Figure 1. Track usage over the die (run 1).
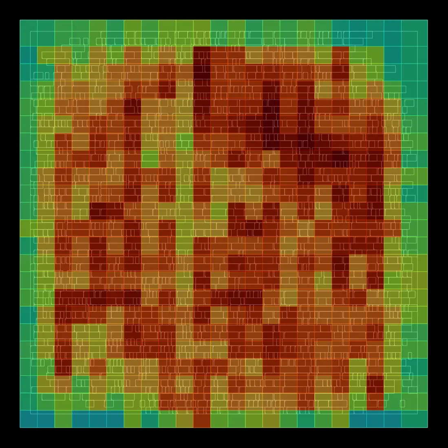
Figure 2. Clock network drawn from the DEF (run 1).
The bar under the picture is 50 um long.
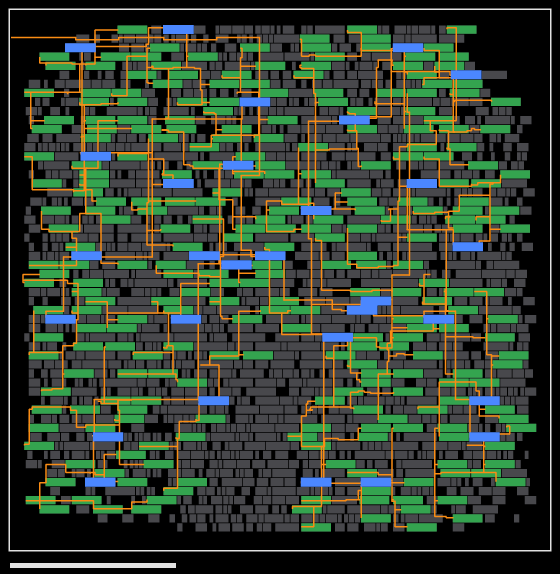
Figure 3. Register map, names as in the netlist (run 1).
The bar under the picture is 50 um long.
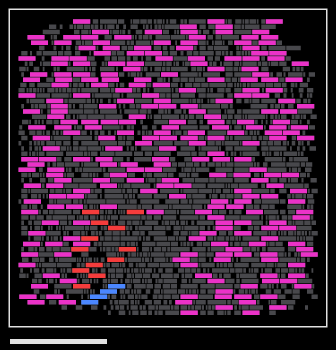
Figure 4. Placed cells, one colour a class (run 1).
The bar under the picture is 50 um long.
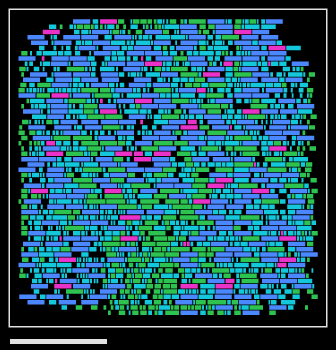
File: src/rtl/branch_stack_pkg.sv
// Shared sizes and types for the R10K branch checkpoint stack.
package branch_stack_pkg;

    localparam int BRANCH_STACK_DEPTH = 4;
    localparam int BRANCH_TAG_BITS    = $clog2(BRANCH_STACK_DEPTH);
    localparam int PHYS_REG_SZ_R10K   = 64;

    typedef logic [BRANCH_TAG_BITS-1:0]    BRANCH_TAG;
    typedef logic [BRANCH_STACK_DEPTH-1:0] BRANCH_MASK;
    typedef logic [PHYS_REG_SZ_R10K-1:0]   FREE_LIST;

endpackage

File: src/rtl/branch_stack_psel.sv
// Single-requestor priority select plus encoder: lowest set bit of req.
module branch_stack_psel #(
    parameter int WIDTH    = 4,
    parameter int TAG_BITS = $clog2(WIDTH)
) (
    input  logic [WIDTH-1:0]    req,
    output logic [TAG_BITS-1:0] tag,
    output logic                found
);

    // Scan from the top so the lowest-index request wins.
    always_comb begin
        tag   = '0;
        found = 1'b0;
        for (int i = WIDTH - 1; i >= 0; i--) begin
            if (req[i]) begin
                tag   = TAG_BITS'(i);
                found = 1'b1;
            end
        end
    end

endmodule

File: src/rtl/branch_stack.sv
// Checkpoint stack for R10K-style branch recovery: snapshots the free list
// per branch and produces restore/squash/clear on resolution.
module branch_stack
    import branch_stack_pkg::*;
#(
    parameter int DEPTH          = BRANCH_STACK_DEPTH,
    parameter int TAG_BITS       = $clog2(DEPTH),
    parameter int PHYS_SZ        = PHYS_REG_SZ_R10K,
    parameter bit CHECK_PROTOCOL = 1'b1
) (
    input  logic                clock,
    input  logic                reset_n,
    input  logic                dispatch_branch_valid,
    input  logic [PHYS_SZ-1:0]  dispatch_free_list,
    input  logic                resolve_valid,
    input  logic [TAG_BITS-1:0] resolve_tag,
    input  logic                resolve_mispredict,
    output logic [TAG_BITS-1:0] alloc_tag,
    output logic                stack_full,
    output logic [DEPTH-1:0]    live_mask,
    output logic                restore_flag,
    output logic [PHYS_SZ-1:0]  free_list_restore,
    output logic [DEPTH-1:0]    squash_mask,
    output logic [DEPTH-1:0]    clear_mask
);

    logic [DEPTH-1:0]   valid;
    logic [PHYS_SZ-1:0] snapshot   [DEPTH];
    logic [DEPTH-1:0]   older_mask [DEPTH];

    logic               resolve_hit;
    logic               mispredict;
    logic               correct;
    logic               alloc;
    logic               free_found;
    logic [DEPTH-1:0]   tag_onehot;
    logic [DEPTH-1:0]   younger;
    logic [DEPTH-1:0]   kill_mask;

    branch_stack_psel #(
        .WIDTH    (DEPTH),
        .TAG_BITS (TAG_BITS)
    ) free_slot_sel (
        .req   (~valid),
        .tag   (alloc_tag),
        .found (free_found)
    );

    assign stack_full  = ~free_found;
    assign live_mask   = valid;

    assign resolve_hit = resolve_valid & valid[resolve_tag];
    assign mispredict  = resolve_hit & resolve_mispredict;
    assign correct     = resolve_hit & ~resolve_mispredict;
    assign tag_onehot  = DEPTH'(1) << resolve_tag;

    // A slot is younger than the resolving branch if the resolving slot was
    // live when it was allocated.
    always_comb begin
        younger = '0;
        for (int s = 0; s < DEPTH; s++) begin
            younger[s] = valid[s] & older_mask[s][resolve_tag];
        end
    end

    assign squash_mask       = mispredict ? (tag_onehot | younger) : '0;
    assign clear_mask        = correct ? tag_onehot : '0;
    assign kill_mask         = squash_mask | clear_mask;
    assign restore_flag      = mispredict;
    assign free_list_restore = mispredict ? snapshot[resolve_tag] : '0;

    assign alloc = dispatch_branch_valid & ~stack_full & ~mispredict;

    always_ff @(posedge clock or negedge reset_n) begin
        if (!reset_n) begin
            valid <= '0;
            for (int s = 0; s < DEPTH; s++) begin
                snapshot[s]   <= '0;
                older_mask[s] <= '0;
            end
        end else begin
            for (int s = 0; s < DEPTH; s++) begin
                if (alloc && (alloc_tag == TAG_BITS'(s))) begin
                    valid[s]      <= 1'b1;
                    snapshot[s]   <= dispatch_free_list;
                    older_mask[s] <= valid & ~kill_mask;
                end else begin
                    valid[s]      <= valid[s] & ~kill_mask[s];
                    older_mask[s] <= older_mask[s] & ~kill_mask;
                end
            end
        end
    end

    // Dispatching into a full stack is a protocol violation; it is dropped.
    always @(posedge clock) begin
        if (CHECK_PROTOCOL && reset_n) begin
            assert (!(dispatch_branch_valid && stack_full));
        end
    end

endmodule

File: config.mk
export PLATFORM = sky130hd
export DESIGN_NAME = branch_stack
export DESIGN_NICKNAME = d
export VERILOG_FILES = /design/src/rtl/branch_stack_pkg.sv /design/src/rtl/branch_stack_psel.sv /design/src/rtl/branch_stack.sv
export SDC_FILE = /design/constraint.sdc
export NUM_CORES = 1
export LEC_CHECK = 0
export ABC_AREA = 1
export CORE_MARGIN = 4
export CORE_UTILIZATION = 50
export DETAILED_ROUTE_END_ITERATION = 16
export PLACE_DENSITY_LB_ADDON = 0.15
export RECOVER_POWER = 100
export SYNTH_ARGS = -nofsm -noshare
export SYNTH_HDL_FRONTEND = slang
export SYNTH_HIERARCHICAL = 1
export SYNTH_SLANG_ARGS = --single-unit
File: constraint.sdc
create_clock -name clock -period 1.8 [get_ports clock]
set_input_delay 0.36 -clock clock [delete_from_list [all_inputs] [get_ports clock]]
set_output_delay 0.36 -clock clock [all_outputs]
set_load 0.005 [all_outputs]
==> impl_metrics.json, run 1 <==
{
  "simple_gate_area_frac": 0.162,
  "xor_share": 0,
  "synth-cells-yosys": 1354,
  "ys.flops": 272,
  "holdCritStartpoint": "dispatch_free_list[47]",
  "crit_end": "free_list_restore[25]",
  "arrival_ps": 2130,
  "chip_area_um2": 26300,
  "yosysUniqueCellTypes": 22,
  "top_power_group": "combinational cells",
  "layout_setup_ws_ps": -687,
  "synth_warnings": 6,
  "clock-sinks": 272,
  "cts_max_path_buffers": 3,
  "logic_area_um2": 6830,
  "clkTransAtPathRegs_ps": 60,
  "whs_ps": 429,
  "n_antenna_cell": 0,
  "path_cells": "nand2_1 > nand2_1 > nand2_1 > nand2_2 > nand3_4 > buf_12 > buf_12 > buf_16 > a31oi_4 > buf_2",
  "grt-ovfl-total": 0,
  "setup_viol": 350,
  "largest_register_ff_count": 256,
  "num-fill-cells": 1102,
  "first_pass_iters": 5,
  "numCtsBuffers": 29,
  "slowest_stage": "dfrtp_1",
  "max_slew_margin": 0.330,
  "yosys-top-cells-count": "433 x nand2_1, 272 x dfrtp_1, 212 x o21ai_0",
  "max_freq_mhz": 402,
  "layout_top_cells": "272 x dfrtp_1, 230 x nand2_1, 141 x o21ai_2, 120 x nand2_4",
  "ys_area_um2": 11900,
  "top_cells_by_area": "dfrtp_1 57%, nand2_1 14%, o21ai_0 8.9%",
  "n_all_inverters": 95,
  "vias": 12700,
  "avgSynthCellArea_um2": 8.79,
  "wl_met1_um": 18200,
  "fp_nets": 1425,
  "status": "complete, but fails checks",
  "comb_share": 0.343,
  "nClkBuffers": 43,
  "grt_max_degree": 57,
  "period_used_share": 1.38,
  "vdd_ir_drop_max_mv": 1.05,
  "cpPeakStageDelay_ps": 380,
  "layout_top_cell": "dfrtp_1",
  "mux_share": 0,
  "grt_pass1_vias": 11000,
  "synth_cells": 1354,
  "p_leak_uw": 0.00890,
  "tritoncts": "done",
  "nets": 1704,
  "cts_htree_levels": 1,
  "reg2reg_to": "older_mask[1]",
  "drt_iter0_markers": 1490,
  "rsz0062_at_grt": "yes",
  "dp_slack_ps": -1120,
  "grt_pass1_wl_um": 59300,
  "edf_count": 0,
  "violations": "setup timing",
  "p_comb_uw": 16100,
  "cts_resized": 516,
  "wl_met2_um": 25400,
  "power_density_nw_per_um2": 1690,
  "adder_share": 0,
  "setup_tns_ps": -151810,
  "max_slew.worst_pin.slew_ps": 1010,
  "worstSetupEndpointType": "output pin",
  "dominant_cells": "logic gates",
  "seq_cell_count": 272,
  "min_path_type": "in -> reg",
  "worstRegToRegCells": 16,
  "startpoint": "live_mask[0]"
}
About Figure 1:
Util after Layout: 0.847
GRT met2 Usage: 0.484
met1 Use GR: 0.370
met3 usage: 0.0376

About Figure 2:
[blue] clock drivers | count: 29
[orange] clock wires | length: 3640 um
[green] flip-flops | count: 272
routed clock nets: 30
worst-skew pair later-pin latency: 550 ps
Power Clock: 5910 uW
Clock power frac: 0.176

About Figure 3:
| colour | netlist name | sequential cells |
|---|---|---|
| red | older_mask | 12 |
| magenta | snapshot | 256 |
| blue | live_mask | 4 |
FF+latch area: 6810 um2
sequential power: 11600 uW
flop share of the area: 0.342

About Figure 4:
| colour | class | cells | share of their area |
|---|---|---|---|
| cyan | combinational and other logic | 982 | 37% |
| magenta | clock drivers and dummy loads | 49 | 4.6% |
| green | remaining buffers and delay cells | 348 | 23% |
| blue | sequential cells | 272 | 35% |
Rows: 56
core area: 23500 um2
cell area after layout: 19900 um2

==> run 1 -> run 2 <==
Settings changed: CAP_MARGIN set to 15.
Figure 5. Register map, names as in the netlist (run 2).
The bar under the picture is 50 um long.
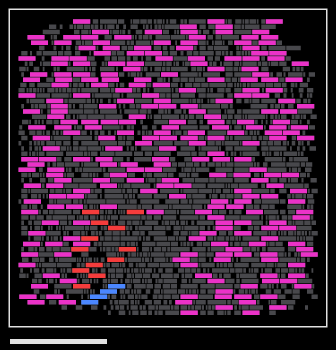
| colour | netlist name | sequential cells |
|---|---|---|
| blue | live_mask | 4 |
| magenta | snapshot | 256 |
| red | older_mask | 12 |

Figure 6. Clock network drawn from the DEF (run 2).
The bar under the picture is 50 um long.
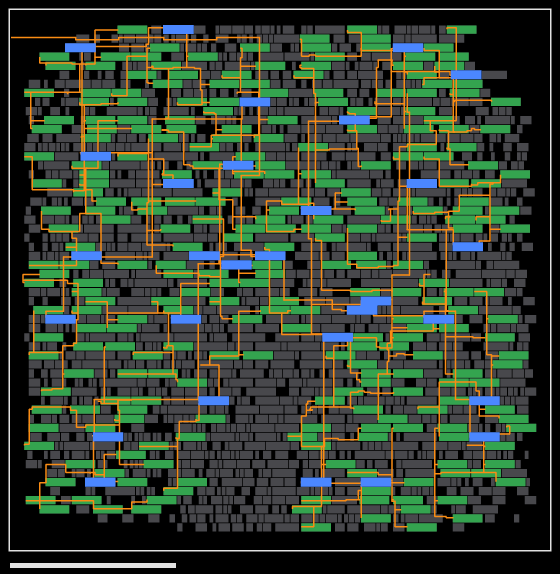
[green] flip-flops | count: 272
[blue] clock drivers | count: 29
[orange] clock wires | length: 3640 um
routed clock nets: 30
flops lie: spread over the die
Clock Skews: 7.89 ps

==> impl_metrics.json, run 2 <==
{
  "max_freq_mhz": 402,
  "top_cells_by_area": "dfrtp_1 57%, nand2_1 14%, o21ai_0 8.9%",
  "synth_warnings": 6,
  "layout_setup_ws_ps": -687,
  "vdd_ir_drop_max_mv": 1.05,
  "clkPwrFrac": 0.176,
  "drv_slew": 0,
  "holdCritStartpoint": "dispatch_free_list[47]",
  "dominant_cells": "logic gates",
  "layout_top_cells": "272 x dfrtp_1, 230 x nand2_1, 141 x o21ai_2, 120 x nand2_4",
  "avgSynthCellArea_um2": 8.79,
  "num-fill-cells": 1102,
  "drt_iter0_markers": 1490,
  "gp_congestion": 0.826,
  "final-hold-violation-count": 0,
  "crit_end": "free_list_restore[25]",
  "cts_htree_levels": 1,
  "status": "complete, but fails checks",
  "whs_ps": 429,
  "ys_area_um2": 11900,
  "xor_share": 0,
  "top_power_group": "combinational cells",
  "synth_cells": 1354,
  "tritoncts": "done",
  "vias": 12700,
  "clock-sinks": 272,
  "row_count": 56,
  "clock_latency_ps": 550,
  "chip_area_um2": 26300,
  "clkTransAtPathRegs_ps": 60,
  "fp.coreArea_um2": 23500,
  "startpoint": "live_mask[0]",
  "adder_share": 0,
  "top_area_frac": 0.572,
  "reg2reg_to": "older_mask[1]",
  "register_area_um2": 6810,
  "max_slew.worst_pin.slew_ps": 1010,
  "first_pass_iters": 5,
  "pg_seq_uw": 11600,
  "hold_buffers": 1,
  "switching_share": 0.407,
  "simple_gate_area_frac": 0.162,
  "edf_count": 0,
  "nonClkBufAreaFrac": 0.230,
  "cts_max_path_buffers": 3,
  "synth_top_cell_by_count": "nand2_1",
  "yosys-top-cells-count": "433 x nand2_1, 272 x dfrtp_1, 212 x o21ai_0",
  "grt.met1_usage": 0.370,
  "max_slew_margin": 0.330,
  "period_used_share": 1.38,
  "largest_register_ff_count": 256,
  "mux_share": 0,
  "logic_area_um2": 6830,
  "synth-cells-yosys": 1354,
  "power_density_nw_per_um2": 1690,
  "use_met2": 0.484,
  "topCombFamilyByArea": "AND-OR/OR-AND gates",
  "p_clk_uw": 5910,
  "comb_share": 0.343,
  "final_area_um2": 19900,
  "setup_viol": 350,
  "ys.flops": 272,
  "rr_startpoint": "live_mask[0]",
  "fp_nets": 1425,
  "internal_power_uw": 19900,
  "post-cts-setup-buffers": 25,
  "n_all_inverters": 95,
  "ys.flop_type": "dfrtp_1",
  "grt_pass1_wl_um": 59300,
  "violations": "setup timing",
  "p_comb_uw": 16100,
  "worstRegToRegCells": 16,
  "arrival_ps": 2130,
  "numCtsBuffers": 29,
  "min_path_type": "in -> reg",
  "grt-ovfl-total": 0,
  "layout_top_cell": "dfrtp_1",
  "grt_util_met3": 0.0376,
  "cts_resized": 516,
  "nets": 1704,
  "seq-cell-share": 0.342,
  "yosysUniqueCellTypes": 22,
  "synthArstFlopShare": 1.00,
  "nClkBuffers": 43,
  "path_cells": "nand2_1 > nand2_1 > nand2_1 > nand2_2 > nand3_4 > buf_12 > buf_12 > buf_16 > a31oi_4 > buf_2",
  "drc_errors": 0,
  "grt_pass1_vias": 11000,
  "p_leak_uw": 0.00890,
  "power.total_uw": 33600,
  "final_core_util": 0.847,
  "dp_slack_ps": -1120,
  "cpPeakStageDelay_ps": 380,
  "seq_cell_count": 272,
  "grt_max_degree": 57,
  "setup_tns_ps": -151810,
  "wl_met2_um": 25400,
  "worstSetupEndpointType": "output pin",
  "top_layer": "met4",
  "slowest_stage": "dfrtp_1",
  "chipHeight_um": 162,
  "rsz0062_at_grt": "yes",
  "n_antenna_cell": 0,
  "wl_met1_um": 18200
}
==> run 2 -> run 3 <==
Settings changed: SKIP_CTS_REPAIR_TIMING set to 1, SLEW_MARGIN set to 10.
Figure 7. Track usage over the die (run 3).
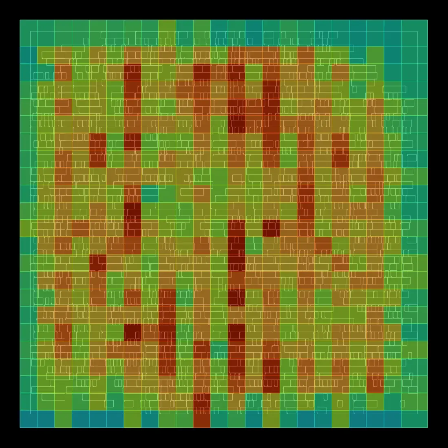
met3 usage: 0.0294
Routed WL per cell: 18.0 um

Figure 8. Clock network drawn from the DEF (run 3).
The bar under the picture is 50 um long.
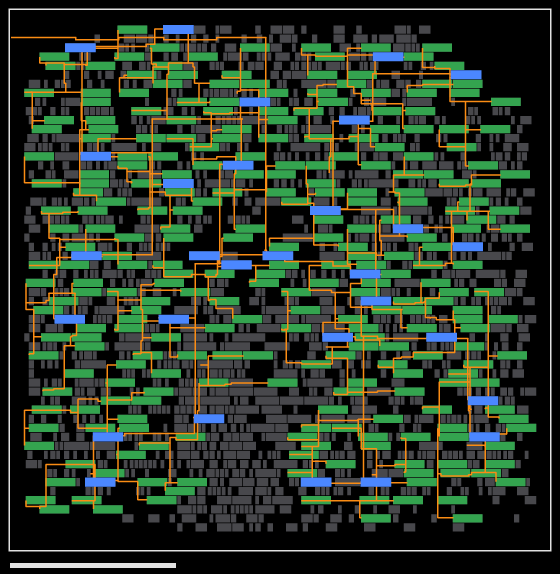
[green] flip-flops | count: 272
[blue] clock drivers | count: 29
[orange] clock wires | length: 3260 um
flops lie: spread over the die
routed clock nets: 30
worst-skew pair later-pin latency: 530 ps
Clock power frac: 0.235
Clock Skews: 12.6 ps
Power Clock: 5680 uW

==> impl_metrics.json, run 3 <==
{
  "whs_ps": 435,
  "violations": "setup timing",
  "cpPeakStageDelay_ps": 360,
  "worstRegToRegCells": 14,
  "n_antenna_cell": 1,
  "cts_htree_levels": 1,
  "synth-cells-yosys": 1354,
  "register_area_um2": 6810,
  "avgSynthCellArea_um2": 8.79,
  "clkTransAtPathRegs_ps": 60,
  "dp_slack_ps": -1120,
  "drt_iter0_markers": 747,
  "numCtsBuffers": 29,
  "grt.met1_usage": 0.325,
  "nClkBuffers": 43,
  "drc_errors": 0,
  "final-hold-violation-count": 0,
  "synth_cells": 1354,
  "internal_power_uw": 15700,
  "chip_area_um2": 26300,
  "grt_pass1_vias": 9975,
  "fp_nets": 1425,
  "ys_area_um2": 11900,
  "row_count": 56,
  "comb_share": 0.308,
  "top_area_frac": 0.572,
  "first_pass_iters": 5,
  "dominant_cells": "registers",
  "rr_startpoint": "live_mask[3]",
  "vdd_ir_drop_max_mv": 0.847,
  "startpoint": "live_mask[3]",
  "xor_share": 0,
  "layout_setup_ws_ps": -554,
  "slowest_stage": "dfrtp_1",
  "wl_met1_um": 14500,
  "setup_viol": 348,
  "n_all_inverters": 95,
  "vias": 10200,
  "grt_pass1_wl_um": 50700,
  "synthArstFlopShare": 1.00,
  "reg2reg_to": "snapshot[88]",
  "p_leak_uw": 0.00741,
  "path_cells": "nand2_1 > nand2_1 > nand2_1 > nand2_2 > nand3_4 > buf_12 > buf_12 > a31oi_2 > buf_2",
  "ys.flop_type": "dfrtp_1",
  "rsz0062_at_grt": "yes",
  "wl_met2_um": 16300,
  "largest_register_ff_count": 256,
  "cts_max_path_buffers": 3,
  "power.total_uw": 24200,
  "tritoncts": "done",
  "top_layer": "met4",
  "fp.coreArea_um2": 23500,
  "gp_congestion": 0.826,
  "layout_top_cells": "417 x nand2_1, 272 x dfrtp_1, 170 x o21ai_0, 87 x inv_1, 72 x clkdlybuf4s50_1",
  "power_density_nw_per_um2": 1530,
  "nets": 1596,
  "setup_tns_ps": -83130,
  "final_area_um2": 15800,
  "clock-sinks": 272,
  "logic_area_um2": 4880,
  "crit_end": "free_list_restore[32]",
  "p_comb_uw": 7960,
  "min_path_type": "in -> reg",
  "seq_cell_count": 272,
  "yosysUniqueCellTypes": 22,
  "final_core_util": 0.674,
  "mux_share": 0,
  "topCombFamilyByArea": "AND-OR/OR-AND gates",
  "max_slew.worst_pin.slew_ps": 946,
  "adder_share": 0,
  "top_power_group": "sequential cells",
  "ys.flops": 272,
  "nonClkBufAreaFrac": 0.156,
  "grt_max_degree": 63,
  "synth_warnings": 6,
  "pg_seq_uw": 10500,
  "layout_top_cell": "nand2_1",
  "status": "complete, but fails checks",
  "edf_count": 0
}
Power and IR drop assume default switching activity.
